Fig. 1: run 1, placement view
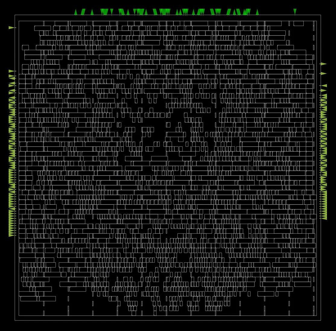
Fig. 2: run 1, routed metal, one colour a layer
Drawn at 2 px/µm. Two of the layers only.
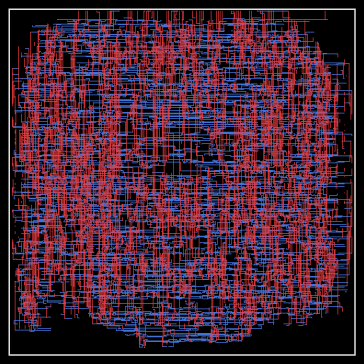
Fig. 3: run 1, register map, names as in the netlist
Drawn at 3 px/µm. Other sequential cells in the stronger grey, the rest of the logic in the fainter grey.
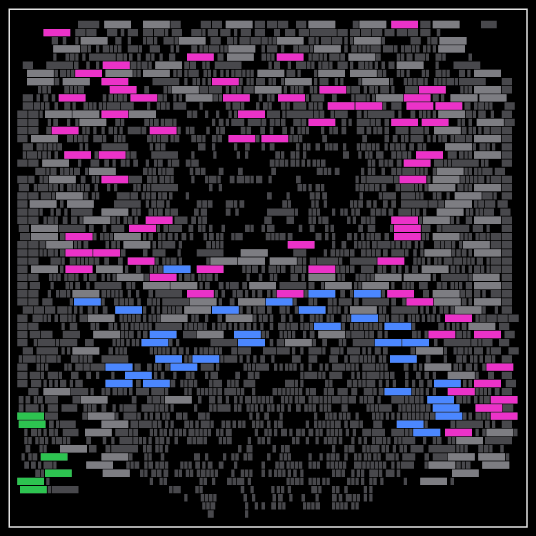
### config.mk
export PLATFORM = sky130hd
export DESIGN_NAME = muldiv_seq
export DESIGN_NICKNAME = d
export VERILOG_FILES = /design/src/rtl/muldiv_seq.sv
export SDC_FILE = /design/constraint.sdc
export NUM_CORES = 1
export LEC_CHECK = 0
export ABC_AREA = 1
export CAP_MARGIN = 10
export CORE_MARGIN = 2
export CORE_UTILIZATION = 55
export CTS_CLUSTER_SIZE = 8
export DETAILED_ROUTE_END_ITERATION = 10
export PLACE_DENSITY = 0.87
export SLEW_MARGIN = 5
export SYNTH_ARGS = -nofsm -noshare
export SYNTH_HDL_FRONTEND = slang
export SYNTH_SLANG_ARGS = --single-unit
### constraint.sdc
create_clock -name clk -period 3.5 [get_ports clk]
set_input_delay 0.7 -clock clk [delete_from_list [all_inputs] [get_ports clk]]
set_output_delay 0.7 -clock clk [all_outputs]
set_load 0.03 [all_outputs]
### src/rtl/muldiv_seq.sv
// muldiv_seq: sequential unsigned multiply/divide unit with HI/LO registers.
// One shift-add (MULTU) or restoring (DIVU) step per clock, WIDTH steps per op.
//
// Ports:
//   clk       - clock, rising edge
//   rst_n     - asynchronous active-low reset
//   start     - one-cycle op request, qualified by aluop
//   aluop     - 6'b010000 DIVU, 6'b010001 MULTU, anything else ignored
//   a, b      - operands (multiplicand/multiplier, dividend/divisor)
//   hi_we     - MTHI strobe (IDLE only, no accepted start)
//   lo_we     - MTLO strobe (IDLE only, no accepted start)
//   wdata     - MTHI/MTLO data
//   busy      - op in flight (MUL, DIV, DONE)
//   stall     - busy | (start & valid aluop), combinational
//   done      - one-cycle completion pulse
//   hi, lo    - HI/LO registers
//   div_zero  - last accepted DIVU had b == 0
module muldiv_seq #(
    parameter int WIDTH = 32
) (
    input  logic             clk,
    input  logic             rst_n,
    input  logic             start,
    input  logic [5:0]       aluop,
    input  logic [WIDTH-1:0] a,
    input  logic [WIDTH-1:0] b,
    input  logic             hi_we,
    input  logic             lo_we,
    input  logic [WIDTH-1:0] wdata,
    output logic             busy,
    output logic             stall,
    output logic             done,
    output logic [WIDTH-1:0] hi,
    output logic [WIDTH-1:0] lo,
    output logic             div_zero
);

    // state | meaning
    // IDLE  | waiting for start; MTHI/MTLO accepted here
    // MUL   | shift-add multiply, one multiplier bit per cycle
    // DIV   | restoring divide, one quotient bit per cycle
    // DONE  | result in HI/LO, done pulse, back to IDLE next edge
    localparam logic [1:0] S_IDLE = 2'd0;
    localparam logic [1:0] S_MUL  = 2'd1;
    localparam logic [1:0] S_DIV  = 2'd2;
    localparam logic [1:0] S_DONE = 2'd3;

    localparam logic [5:0] OP_DIVU   = 6'b010000;
    localparam logic [5:0] OP_MULTU  = 6'b010001;
    localparam logic [5:0] LAST_ITER = 6'(WIDTH - 1);

    logic [1:0]         state_q, state_d;
    logic [5:0]         cnt_q, cnt_d;
    logic [WIDTH-1:0]   opa_q, opa_d;       // multiplicand, or dividend shifting into quotient
    logic [WIDTH-1:0]   opb_q, opb_d;       // divisor
    logic [2*WIDTH-1:0] acc_q, acc_d;       // {partial product, remaining multiplier bits}
    logic [WIDTH-1:0]   rem_q, rem_d;
    logic [WIDTH-1:0]   hi_q, hi_d;
    logic [WIDTH-1:0]   lo_q, lo_d;
    logic               dz_q, dz_d;

    logic             is_mul, is_div, req;
    logic [WIDTH:0]   mul_sum;
    logic [2*WIDTH-1:0] mul_next;
    logic [WIDTH:0]   rem_shift;
    logic [WIDTH:0]   rem_diff;
    logic             rem_ge;
    logic [WIDTH-1:0] rem_next;
    logic [WIDTH-1:0] quo_next;
    logic             last;

    assign is_mul = start && (aluop == OP_MULTU);
    assign is_div = start && (aluop == OP_DIVU);
    assign req    = is_mul || is_div;

    // Multiplier sits in the low half of acc and is shifted out LSB first while
    // product bits shift in from the top; after WIDTH steps acc is the product.
    assign mul_sum  = {1'b0, acc_q[2*WIDTH-1:WIDTH]} + {1'b0, (acc_q[0] ? opa_q : '0)};
    assign mul_next = {mul_sum, acc_q[WIDTH-1:1]};

    // Restoring step: a borrow out of the (WIDTH+1)-bit subtract means the
    // shifted remainder is below the divisor. Divisor 0 never borrows, which
    // yields quotient all ones and remainder equal to the dividend.
    assign rem_shift = {rem_q, opa_q[WIDTH-1]};
    assign rem_diff  = rem_shift - {1'b0, opb_q};
    assign rem_ge    = ~rem_diff[WIDTH];
    assign rem_next  = rem_ge ? rem_diff[WIDTH-1:0] : rem_shift[WIDTH-1:0];
    assign quo_next  = {opa_q[WIDTH-2:0], rem_ge};

    assign last = (cnt_q == LAST_ITER);

    always_comb begin
        state_d = state_q;
        cnt_d   = cnt_q;
        opa_d   = opa_q;
        opb_d   = opb_q;
        acc_d   = acc_q;
        rem_d   = rem_q;
        hi_d    = hi_q;
        lo_d    = lo_q;
        dz_d    = dz_q;
        case (state_q)
            S_IDLE: begin
                if (is_mul) begin
                    opa_d   = a;
                    opb_d   = b;
                    acc_d   = {{WIDTH{1'b0}}, b};
                    cnt_d   = '0;
                    dz_d    = 1'b0;
                    state_d = S_MUL;
                end else if (is_div) begin
                    opa_d   = a;
                    opb_d   = b;
                    rem_d   = '0;
                    cnt_d   = '0;
                    dz_d    = (b == '0);
                    state_d = S_DIV;
                end else begin
                    if (hi_we) hi_d = wdata;
                    if (lo_we) lo_d = wdata;
                end
            end
            S_MUL: begin
                acc_d = mul_next;
                cnt_d = cnt_q + 6'd1;
                if (last) begin
                    hi_d    = mul_next[2*WIDTH-1:WIDTH];
                    lo_d    = mul_next[WIDTH-1:0];
                    state_d = S_DONE;
                end
            end
            S_DIV: begin
                rem_d = rem_next;
                opa_d = quo_next;
                cnt_d = cnt_q + 6'd1;
                if (last) begin
                    hi_d    = rem_next;
                    lo_d    = quo_next;
                    state_d = S_DONE;
                end
            end
            S_DONE: begin
                state_d = S_IDLE;
            end
            default: begin
                state_d = S_IDLE;
            end
        endcase
    end

    always_ff @(posedge clk or negedge rst_n) begin
        if (!rst_n) begin
            state_q <= S_IDLE;
            cnt_q   <= '0;
            opa_q   <= '0;
            opb_q   <= '0;
            acc_q   <= '0;
            rem_q   <= '0;
            hi_q    <= '0;
            lo_q    <= '0;
            dz_q    <= 1'b0;
        end else begin
            state_q <= state_d;
            cnt_q   <= cnt_d;
            opa_q   <= opa_d;
            opb_q   <= opb_d;
            acc_q   <= acc_d;
            rem_q   <= rem_d;
            hi_q    <= hi_d;
            lo_q    <= lo_d;
            dz_q    <= dz_d;
        end
    end

    assign busy     = (state_q != S_IDLE);
    assign done     = (state_q == S_DONE);
    assign stall    = busy || req;
    assign hi       = hi_q;
    assign lo       = lo_q;
    assign div_zero = dz_q;

endmodule

==> results_dict.tcl, run 1 <==
# flow metrics
set metrics [dict create \
    status "completed" \
    r2r_start "acc_q[0]$_DFFE_PN0P_" \
    cts_tree "yes" \
    slowest_stage "clkdlybuf4s50_1" \
    die_h_um 172 \
    rows 61 \
    synth_top_area_share_pct 37.5 \
    layout-drive-gt1-share_pct 4.54 \
    fin_tns_setup_ps 0 \
    final_cell_mix "816 x nand2_1, 273 x inv_1, 233 x dfrtp_1" \
    hold_class "primary input to async pin" \
    cts_buffers 35 \
    timing.final.hold_violations 0 \
    grt_max_degree 100 \
    cts_root_buffer "clkbuf_16" \
    skew_ps 14.4 \
    end_kind "output pin" \
    clock_sinks 233 \
    power_frac_seq_pct 25.4 \
    warnings 30 \
    clock.fmax_mhz 317 \
    grt_overflow_total 0 \
    vdd_drop_max_v 0.00129 \
    path_cells "clkdlybuf4s50_1 > nor4_2 > nand2_1 > nand2_1 > clkdlybuf4s50_1" \
    stdcell_area_mm2 0.0186 \
    yosys_area_mm2 0.0155 \
    fin_crit_sh_pct 90.1 \
    p_sw_share_pct 49.5 \
    cts_buffer_depth 3 \
    rsz0062_at_grt "false" \
    synth_stat.cells 2314 \
    cp-start-kind "primary input" \
    postCtsSetupRepairBufs 0 \
    hpwl_um 38900 \
    slew_headroom_pct 19.2 \
    routed_via_density 5.77 \
    clkPwrFrac_pct 16.9 \
    worstSkewPairLatency_ps 510 \
    syn-mean-instance-area_um2 6.72 \
    critical_path_buf_inv_count 2 \
    cpPeakStageDelay_ps 700 \
    topCellsByArea "dfrtp_1 38%, nand2_1 20%, inv_1 6.6%, ha_1 5.6%, o21ai_0 5.2%" \
    synth.distinct_cells 41 \
    cp.required_ps 2800 \
    min_period_ps 3150 \
    maxSlewViolCount 0 \
    drtIter0Drc 2042 \
    comb_power_share_pct 57.8 \
    comb_area_mm2 0.00832 \
    p_per_area_mw_per_mm2 980 \
    dpl-instance-area_mm2 0.0176 \
    clk_pin_slew_ps 50 \
    cts_max_level 2 \
    die_x_um 172 \
    drc 0 \
    grt_pass1_wl_um 81800 \
    p_int_mw 9.21 \
    top_area_cell "dfrtp_1" \
    timing.hold.ws_ps 206 \
    fp-utilization_pct 55.9 \
    ys_ff 233 \
    r2r_cells 12 \
    netlist_instances 2314 \
    grt_pass1_vias 15510 \
    yosys.stat.seqShare_pct 37.5 \
    timing.rr.end "hi[27]$_DFFE_PN0P_" \
    worst_pin_slew_ps 1210 \
    postRouteAntennaNets 0 \
    ys_warn_count 0 \
    fillers 2418 \
    ios 175 \
    setup_viol 0 \
    cts_hold_buffers 0 \
    crit_path_max_fanout 4 \
    ctsResizeCount 0 \
    cp_num_cells 5 \
    synth.cell_area_mm2 0.0155 \
    startpoint "aluop[3]" \
    antenna_found_initial 0 \
    worstPathArrival_ps 2450 \
    max_cap_violations 0 \
    leakage_nw 9.41 \
    path_class "primary input to output pin" \
    r2r_slack_ps 470 \
    port_buffers 174 \
    layout_top_cell "nand2_1" \
    chipArea_mm2 0.0296 \
    first_pass_iters 7 \
    fin_nets 2640 \
    crit_family "buffers and inverters" \
    antenna_cells 0 \
    place_congestion 1.01 \
    synthToLayoutAreaGrowth_pct 19.7 \
    p_sw_mw 9.03 \
    critPathCapture "stall" \
    synth_nets 2493 \
]
## Picture notes: Fig. 1
core box area: 0.0278 mm²
non-filler cells, final: 2843
Seq/total area: 31.3%
Post-Route Utilization: 67.0%
sequential cell count: 233

## Picture notes: Fig. 2
Key: blue = metal 1 [wire length 21.5 mm]; red = metal 2 [wire length 22.9 mm]
wire per inst: 18.2 µm
Detailed Route WL: 51700 µm
via count: 16410
GRT Total Usage: 35.2%

## Picture notes: Fig. 3
Key: magenta = acc_q [flops 64]; green = cnt_q [flops 6, where lower left]; blue = rem_q [flops 32]
Flop area: 0.00583 mm²
Seq power: 4.62 mW

==> run 1: cell families after synthesis <==
group           count (synthesis)  synth area share (%)
simple gates                 1195                  31.1
compound gates                433                  15.4
buf+inv                       365                  9.22
flops                         233                  37.5
fa+ha+maj                      72                  5.89
xor+xnor                       16                 0.902
==> run 1: state kept, by name, indices dropped and copies added (netlist names) <==
register and cells:
rem_q 32, state_q 2, cnt_q 6, opa_q 32, opb_q 32, lo 32, hi 32, div_zero 1
acc_q 64
==> run 1: metrics by stage <==
step           setup WS, ps  total power, mW  instances  util [%]
6_report                348             18.2       2843      67.0
2_1_floorplan          1170             11.5       2314         -
3_3_place_gp            345             14.6       2802      63.5
4_1_cts                 336             18.1       2843      67.0
5_1_grt                 238             19.5       2843      67.0
3_5_place_dp            346             14.9       2802      63.5
==> run 1: worst min-delay path by stage <==
stage	slack [ps]	end	from	cells after the start
final	210	lo[13]$_DFFE_PN0P_	rst_n	1
after global routing	300	opa_q[13]$_DFFE_PN0P_	rst_n	1
after CTS	290	acc_q[40]$_DFFE_PN0P_	rst_n	1
after detailed placement	480	acc_q[48]$_DFFE_PN0P_	acc_q[48]$_DFFE_PN0P_	2
after global placement	460	opb_q[0]$_DFFE_PN0P_	opb_q[0]$_DFFE_PN0P_	2
after floorplan	400	acc_q[0]$_DFFE_PN0P_	rst_n	0
==> run 1: routing by layer <==
metal	track usage, %	share of wire (%)	vias to the layer above
met2	55.3	44	899
met5	0	0	-
met1	47.8	42	7619
li1	-	-	7709
met4	17.7	5.6	0
met3	4.92	8.6	183
==> run 1: cells in the mapped netlist <==
master,number
nand2_1,816
xnor2_1,3
o21ai_0,160
a21o_1,6
ha_1,70
o21bai_1,3
fa_1,2
dfrtp_1,233
buf_2,20
or2_1,1
nand3_1,90
o31ai_1,2
nor3_1,16
nand2_4,2
and2_0,1
o21ai_2,1
nor2_4,1
a31oi_1,88
a21oi_1,138
and2_1,4
a21oi_2,19
inv_1,273
nand3b_1,11
o22ai_1,1
o21a_1,6
nor4_1,5
nor4_2,1
xor2_1,13
nand2_2,7
inv_2,4
buf_6,5
nor2_2,3
clkbuf_1,60
and3b_1,3
or2_2,2
and3_1,2
o21ai_1,9
nor2_1,210
nand4_1,18
buf_1,3
nand3_2,2
==> run 1: cell type report <==
cell class | instances | area share [%]
Multi-Input combinational cell | 1716 | 44.7
Tap cell | 378 | 2.54
Inverter | 277 | 5.59
Timing Repair Buffer | 198 | 10.6
Clock buffer | 41 | 5.22
Sequential cell | 233 | 31.3
==> run 1: power by group through the flow <==
| stage | Sequential [mW] | Clock (mW) | Combinational [mW] |
|---|---|---|---|
| finish | 4.62 | 3.08 | 10.5 |
| global route | 4.73 | 3.19 | 11.6 |
| floorplan | 5.15 | 0 | 6.39 |
| global placement | 4.57 | 0 | 10.0 |
| CTS | 4.59 | 3.09 | 10.4 |
| detailed placement | 4.60 | 0 | 10.3 |
==> run 1: worst reg2reg max path: stages (launching register included) <==
cell,delay (ps)
dfrtp_1,380
buf_4,280
nand2_1,140
fa_1,440
o21ai_1,390
a21oi_1,160
o21ai_1,350
nand2_1,200
nand3b_1,140
nand3_1,150
nand2_1,130
nand2_1,60
a21oi_1,150
==> inputs of run 2 (changes only) <==
--- a/config.mk
+++ b/config.mk
@@ -11,7 +11,8 @@
 export CORE_UTILIZATION = 55
 export CTS_CLUSTER_SIZE = 8
 export DETAILED_ROUTE_END_ITERATION = 10
-export PLACE_DENSITY = 0.87
+export HOLD_SLACK_MARGIN = 0.05
+export PLACE_DENSITY = 0.78
 export SLEW_MARGIN = 5
 export SYNTH_ARGS = -nofsm -noshare
 export SYNTH_HDL_FRONTEND = slang
Fig. 4: run 2, met3 routing
Drawn at 2 px/µm.
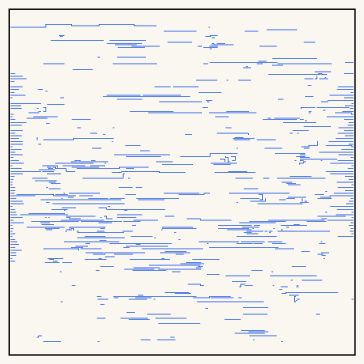
The layer holds 7.9% of the routed length. The longest straight run is 43.2 µm. The layer carries 4220 µm of wire.
via count: 16279
Detailed Route WL: 53300 µm
GR Layer Usage met3: 4.28%

==> run 2 against run 1 <==
Net effect: routed wire length increased by 3.1%; final cell count is 0.11% lower; critical endpoint unchanged; clock power is 2% lower; flip-flop count unchanged; critical path type unchanged; clock skew is 1.6 ps lower.
==> results_dict.tcl, run 2 <==
# flow metrics
set metrics [dict create \
    path_cells "clkdlybuf4s50_1 > nor4_2 > nand2_1 > nand2_1 > clkdlybuf4s50_1" \
    top_area_cell "dfrtp_1" \
    grt_pass1_wl_um 83200 \
    postCtsSetupRepairBufs 0 \
    cts_tree "yes" \
    timing.final.hold_violations 0 \
    met2_length_um 24200 \
    edf_count 0 \
    grt_max_degree 93 \
    grt_overflow_total 0 \
    syn-mean-instance-area_um2 6.72 \
    core_mm2 0.0278 \
    cp.required_ps 2800 \
    die_x_um 172 \
    startpoint "aluop[3]" \
    yosys.stat.seqShare_pct 37.5 \
    setup_slack_ps 370 \
    hold_class "primary input to async pin" \
    clock_sinks 233 \
    post-route-util_pct 66.8 \
    fillers 2500 \
    first_pass_iters 8 \
    power_mw 18.3 \
    cts_hold_buffers 0 \
    ios 175 \
    clock.fmax_mhz 319 \
    crit_path_max_fanout 4 \
    chipArea_mm2 0.0296 \
    drc 0 \
    max_cap_violations 0 \
    skew_ps 12.8 \
    synth.distinct_cells 41 \
    cts_buffer_depth 3 \
    vdd_drop_max_v 0.00133 \
    worstPathArrival_ps 2430 \
    r2r_cells 15 \
    maxSlewViolCount 0 \
    fin_crit_sh_pct 89.4 \
    ys_ff 233 \
    registers.top_by_ff_count "acc_q" \
    grt_pass1_vias 15314 \
    layout.cells.non_filler 2840 \
    worstSkewPairLatency_ps 500 \
    postRouteAntennaNets 0 \
    regArea_mm2 0.00583 \
    warnings 30 \
    layout_top_cell "nand2_1" \
    comb_area_mm2 0.00832 \
    setup_viol 0 \
    netlist_instances 2314 \
    r2r_start "opa_q[0]$_DFFE_PN0P_" \
    cp_num_cells 5 \
    fp-utilization_pct 55.9 \
    ctsResizeCount 0 \
    wl_met1_um 22300 \
    largest_reg_flops 64 \
    antenna_cells 0 \
    synth_stat.cells 2314 \
    grt_use_total_pct 36.3 \
    p_per_area_mw_per_mm2 985 \
    cp-start-kind "primary input" \
    die_h_um 172 \
    fin_nets 2638 \
    status "completed" \
    slowest_stage "clkdlybuf4s50_1" \
    cts_max_level 2 \
    top_cell "nand2_1" \
    crit_family "buffers and inverters" \
    yosys_area_mm2 0.0155 \
    fin_tns_setup_ps 0 \
    final_cell_mix "816 x nand2_1, 273 x inv_1, 233 x dfrtp_1" \
    path_class "primary input to output pin" \
    highest_layer "met4" \
    cpPeakStageDelay_ps 700 \
    synth.cell_area_mm2 0.0155 \
    ff_type "dfrtp_1" \
    leakage_nw 9.39 \
    synth_nets 2493 \
    end_kind "output pin" \
    ys_top_cells_by_count "816 x nand2_1, 273 x inv_1, 233 x dfrtp_1, 210 x nor2_1, 160 x o21ai_0" \
    synth_top_area_share_pct 37.5 \
    drtIter0Drc 1697 \
    route.met3.wl_um 4220 \
    synthToLayoutAreaGrowth_pct 19.4 \
    ys_warn_count 0 \
    worst_pin_slew_ps 1240 \
    post-place-ws_ps 377 \
    clk_pin_slew_ps 50 \
    min_period_ps 3130 \
    wl_per_cell_um 18.8 \
    slew_headroom_pct 17.1 \
    antenna_found_initial 0 \
    rsz0062_at_grt "false" \
    dp_cells 2800 \
    cts_buffers 35 \
    topCellsByArea "dfrtp_1 38%, nand2_1 20%, inv_1 6.6%, ha_1 5.6%, o21ai_0 5.2%" \
    async_reset_ff_share_pct 100 \
    cts_root_buffer "clkbuf_16" \
    port_buffers 174 \
    rows 61 \
    layout-drive-gt1-share_pct 4.43 \
    routed_via_density 5.73 \
    place_congestion 0.970 \
    critical_path_buf_inv_count 2 \
    hpwl_um 40200 \
]
[run 2: path summary, 6_finish.rpt]
path / end / slack (ps)
hold reg to reg: opb_q[0]$_DFFE_PN0P_ / 480
min in group clk: opb_q[0]$_DFFE_PN0P_ / 480
hold / removal: opb_q[7]$_DFFE_PN0P_ / 200
setup / recovery: stall / 370
setup reg to reg: hi[29]$_DFFE_PN0P_ / 430
max in group asynchronous: lo[19]$_DFFE_PN0P_ / 2240
[run 2: worst reg2reg max path: stages (launching register included)]
cell     delay [ps]
dfrtp_1         430
nand2_1          90
inv_1            60
ha_1            190
inv_1            80
fa_1            380
o21ai_1         370
a21oi_1         150
o21ai_1         350
buf_4           190
nand2_1          70
nand3_1          90
nand3_1         180
nand2_1         140
nand2_1          50
a21oi_1         170
[run 2: routing by layer]
layer | global-route usage [%] | vias to the layer above
li1 | - | 7694
met1 | 49.1 | 7581
met2 | 58.9 | 850
met3 | 4.28 | 154
met4 | 16.2 | 0
met5 | 0 | -
[run 2: cell families (layout without fill, tap and decap cells)]
logic type	count (synthesis)	after routing	share of synthesized area, %
adder cells (fa/ha/maj)	72	72	5.89
flip-flops	233	233	37.5
buffers and inverters	365	513	9.22
AND-OR/OR-AND	433	433	15.4
XOR/XNOR	16	16	0.902
AND/OR/NAND/NOR	1195	1195	31.1
[run 2: per-stage QoR]
step / cell area, µm² / hold WS, ps
3_5_place_dp: 17600 / 468
6_report: 18600 / 203
5_1_grt: 18600 / 251
4_1_cts: 18600 / 254
2_1_floorplan: 15500 / 404
3_3_place_gp: 17600 / 460
[run 2: report_power, final]
group | internal, mW | leakage (nW) | switching, mW
clock network | 1.85 | 0.465 | 1.17
logic | 3.46 | 6.21 | 7.17
registers | 3.85 | 2.72 | 0.769
[run 2: area by class of cell]
type	count	share of cell area (%)
multi-input combinational	1716	44.9
clock inverter	2	0.0539
timing repair buffer	196	10.5
tap	378	2.55
inverter	277	5.60
clock buffer	38	5.01
sequential	233	31.4
Power is estimated from default activity; no workload was simulated.
